$ cat src/rtl/doc_safety_heartbeat_gen.sv
// doc_safety_heartbeat_gen: multi-channel toggling heartbeat with external-pulse or internal-divider source and sticky stall supervision
// Ports: clk, rst (sync, active-high); enable/mode/generateBit/clear_stall/inject [NUM_CH];
//        period [NUM_CH*CNT_W] (per-channel divider period), timeout [CNT_W] (0 = no supervision);
//        heartbeat/stalled [NUM_CH] registered outputs.
// Optional macro DOC_SAFETY_HB_FAULT_INJECT_EN: inject[i] blocks every heartbeat toggle on channel i.
module doc_safety_heartbeat_gen #(
  parameter int NUM_CH = 4,
  parameter int CNT_W  = 16
) (
  input  logic                    clk,
  input  logic                    rst,
  input  logic [NUM_CH-1:0]       enable,
  input  logic [NUM_CH-1:0]       mode,
  input  logic [NUM_CH-1:0]       generateBit,
  input  logic [NUM_CH*CNT_W-1:0] period,
  input  logic [CNT_W-1:0]        timeout,
  input  logic [NUM_CH-1:0]       clear_stall,
  input  logic [NUM_CH-1:0]       inject,
  output logic [NUM_CH-1:0]       heartbeat,
  output logic [NUM_CH-1:0]       stalled
);
  localparam logic [1:0] IDLE  = 2'b00;
  localparam logic [1:0] RUN   = 2'b01;
  localparam logic [1:0] STALL = 2'b10;
`ifndef DOC_SAFETY_HB_FAULT_INJECT_EN
  logic unused_inject;
  assign unused_inject = ^inject;
`endif
  for (genvar i = 0; i < NUM_CH; i++) begin : g_ch
    logic [1:0]       state_q, state_d;
    logic [CNT_W-1:0] cnt_q, cnt_d, per, lim;
    logic             hb_q, hb_d, mode_q, tgl, blk;
    assign per = period[i*CNT_W +: CNT_W];
    assign lim = (per == '0) ? '0 : per - 1'b1;
`ifdef DOC_SAFETY_HB_FAULT_INJECT_EN
    assign blk = inject[i];
`else
    assign blk = 1'b0;
`endif
    // One counter serves as gap counter (external) or divider (internal); the modes never share it at once.
    always_comb begin
      state_d = state_q;
      cnt_d   = cnt_q;
      tgl     = 1'b0;
      if (state_q == IDLE) begin
        state_d = enable[i] ? RUN : IDLE;
        cnt_d   = '0;
      end else if (state_q == RUN) begin
        if (mode[i] != mode_q) begin
          cnt_d = '0;
        end else if (mode[i]) begin
          tgl   = cnt_q >= lim;
          cnt_d = tgl ? '0 : cnt_q + 1'b1;
        end else begin
          tgl   = generateBit[i];
          cnt_d = tgl ? '0 : (&cnt_q ? cnt_q : cnt_q + 1'b1);
          // This cycle is the timeout-th pulseless one; a pulse here wins.
          if (!tgl && timeout != '0 && cnt_q >= timeout - 1'b1) state_d = STALL;
        end
        if (!enable[i]) begin
          state_d = IDLE;
          cnt_d   = '0;
        end
      end else if (clear_stall[i]) begin
        state_d = enable[i] ? RUN : IDLE;
        cnt_d   = '0;
      end
      hb_d = hb_q ^ (tgl & ~blk);
    end
    always_ff @(posedge clk) begin
      if (rst) begin
        state_q <= IDLE;
        cnt_q   <= '0;
        hb_q    <= 1'b0;
        mode_q  <= 1'b0;
      end else begin
        state_q <= state_d;
        cnt_q   <= cnt_d;
        hb_q    <= hb_d;
        mode_q  <= mode[i];
      end
    end
    assign heartbeat[i] = hb_q;
    assign stalled[i]   = state_q[1];
  end
endmodule

$ cat config.mk
export PLATFORM = sky130hd
export DESIGN_NAME = doc_safety_heartbeat_gen
export DESIGN_NICKNAME = d
export VERILOG_FILES = /design/src/rtl/doc_safety_heartbeat_gen.sv
export SDC_FILE = /design/constraint.sdc
export NUM_CORES = 1
export LEC_CHECK = 0
export CAP_MARGIN = 25
export CELL_PAD_IN_SITES_DETAIL_PLACEMENT = 1
export CELL_PAD_IN_SITES_GLOBAL_PLACEMENT = 1
export CORE_MARGIN = 2
export CORE_UTILIZATION = 42
export DETAILED_ROUTE_END_ITERATION = 8
export GPL_ROUTABILITY_DRIVEN = 0
export GPL_TIMING_DRIVEN = 0
export HOLD_SLACK_MARGIN = 0.02
export PLACE_DENSITY = 0.88
export SYNTH_ARGS = -nofsm -noshare
export SYNTH_HDL_FRONTEND = slang
export SYNTH_SLANG_ARGS = --single-unit
export TNS_END_PERCENT = 30
$ cat constraint.sdc
create_clock -name clk -period 5.4 [get_ports clk]
set_input_delay 1.35 -clock clk [delete_from_list [all_inputs] [get_ports clk]]
set_output_delay 1.35 -clock clk [all_outputs]
set_load 0.02 [all_outputs]
==> results_slide.txt <==
Run Summary

Power
  • Pleak: 4.22 nW
  • Peak VDD IR: about 0.00012 V

Routing
  • 1st-iter DRT viols: just under 400
  • Final ANT Viol Nets: 0
  • Drt drc: 0
  • DR pass1 iterations: 5

STA
  • Hold Vio Cnt, Final: 0
  • Fin worst setup slack: approximately 0.15 ns
  • Fin Setup TNS: 0 ns
  • Slew Limit Headroom: 46.1%
  • RSZ-0062 raised after global routing: false
  • Setup violations, final: 0
  • Cycle use final: 97.3%

Global routing
  • GRT overflow: 0
  • Initial antenna violation count: 0

Finish
  • Comb area: approximately 6800 um^2
  • Multi-input gate share of total cell area: between 60% and 70%
  • Layout cells sized above 1: roughly 4.8%
  • Antenna diodes: 0
  • Filler Cell Count: between 2k and 3k
  • Final Instance Area: 10,300 um^2

Critical path
  • Crit end category: flip-flop
  • Worst path required time: 5.64 ns
  • Worst stage delay on the critical path: about 0.57 ns
  • Worst Setup SP: period[35]
  • Worst reg2reg startpoint: g_ch[0].cnt_q[0]
  • Slowest-stage cell, CP: or4_4

CTS
  • Clock Tree Root: clkbuf_16
  • Setup Buffers After CTS: 0
  • Late-Pin Clk Latency: around 0.36 ns

Placed design
  • Dpl hpwl: approximately 21,000 um
  • Worst Setup Slack post-DPL: -0.621 ns
  • Placed cell area: 9980 um^2

Floorplanning
  • IO Pins: between 100 and 150
  • Core area: 20,200 um^2
  • Tapcells: around 270

Run
  • Tool warnings: 34

Synth
  • Dominant comb cell: simple AND/OR/NAND/NOR gates
  • Area share, top type: 20.5%
  • Area of the mapped netlist: 8590 um^2
  • Xor+xnor area frac: roughly 11%

Run status
  • Status: completed
## sequential cells by signal, indices dropped and copies added, names as in the netlist
signal / flops
g_ch.cnt_q: 64
g_ch.hb_q: 4
g_ch.mode_q: 4
g_ch.state_q: 8
## path summary, 6_finish.rpt
| kind | end | slack, ns |
|---|---|---|
| worst max-delay path | g_ch[2].cnt_q[7] | 0.15 |
| worst min register to register | g_ch[2].hb_q | 0.50 |
| worst min-delay path | g_ch[2].hb_q | 0.50 |
| worst max register to register | g_ch[0].cnt_q[6] | 2.59 |
## power by group
group | total [mW] | internal [mW] | switching [mW] | leakage [nW]
clock network | 0.602 | 0.335 | 0.267 | 0.141
registers | 0.605 | 0.597 | 0.00766 | 0.647
logic | 0.349 | 0.163 | 0.187 | 3.43
Fig. 1: signal wires on met3
Scale: 2 px per um. Cells faint in the background.
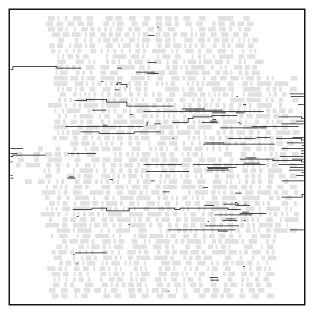
share of all routed wire	4.1%
nets with wire on the layer	86
main direction	horizontal
longest straight run	59.8 um
met3 Resource Use GR: 4.63%
vias: 8,825
WL final: 26,700 um

Fig. 2: metal layers overlaid
Scale: 2 px per um.
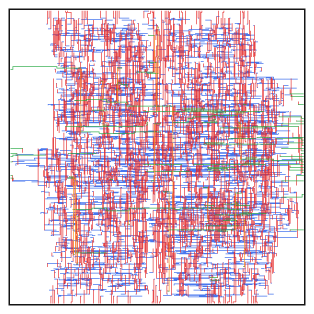
colour	layer	wire length
blue	metal 1	11,600 um
red	metal 2	13,600 um
orange	metal 4	469 um
green	metal 3	1,090 um

Fig. 3: clock distribution
Scale: 2 px per um.
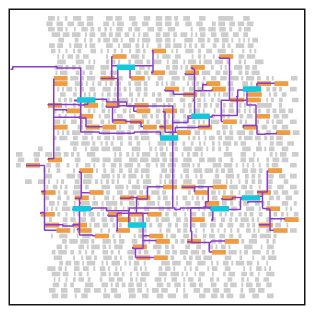
[purple] clock wires | length: 1,270 um
[orange] flip-flops | count: 80
[cyan] clock drivers | count: 9
routed clock nets	10

Fig. 4: congestion heat map
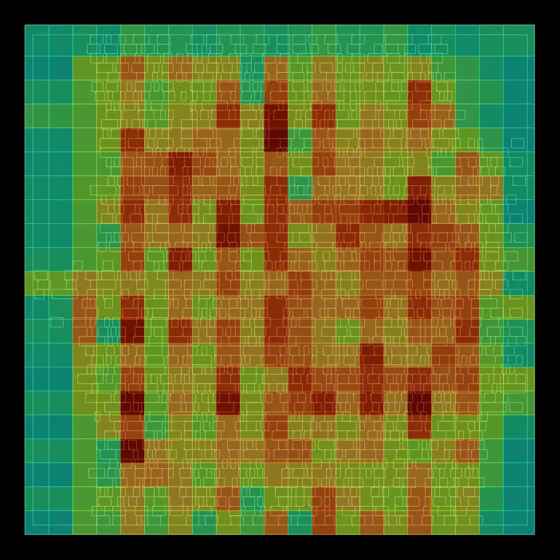
GR Util met2: 45.7%
most used routing layer: met2
Finished Core Util: 51.2%
Tot GR Track Use: 24.8%
WL per Instance: 17.7 um

Fig. 5: sequential cells coloured by netlist name
Scale: 2 px per um. Other sequential cells in the stronger grey, the rest of the logic in the fainter grey.
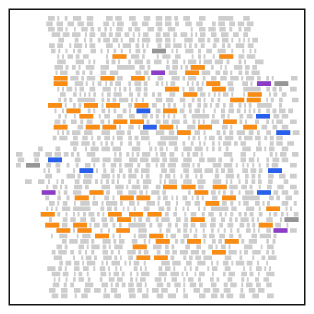
colour	signal	flops
purple	g_ch.mode_q	4
blue	g_ch.state_q	8
orange	g_ch.cnt_q	64

No activity file was given, so power comes from the tool's default toggle rates.
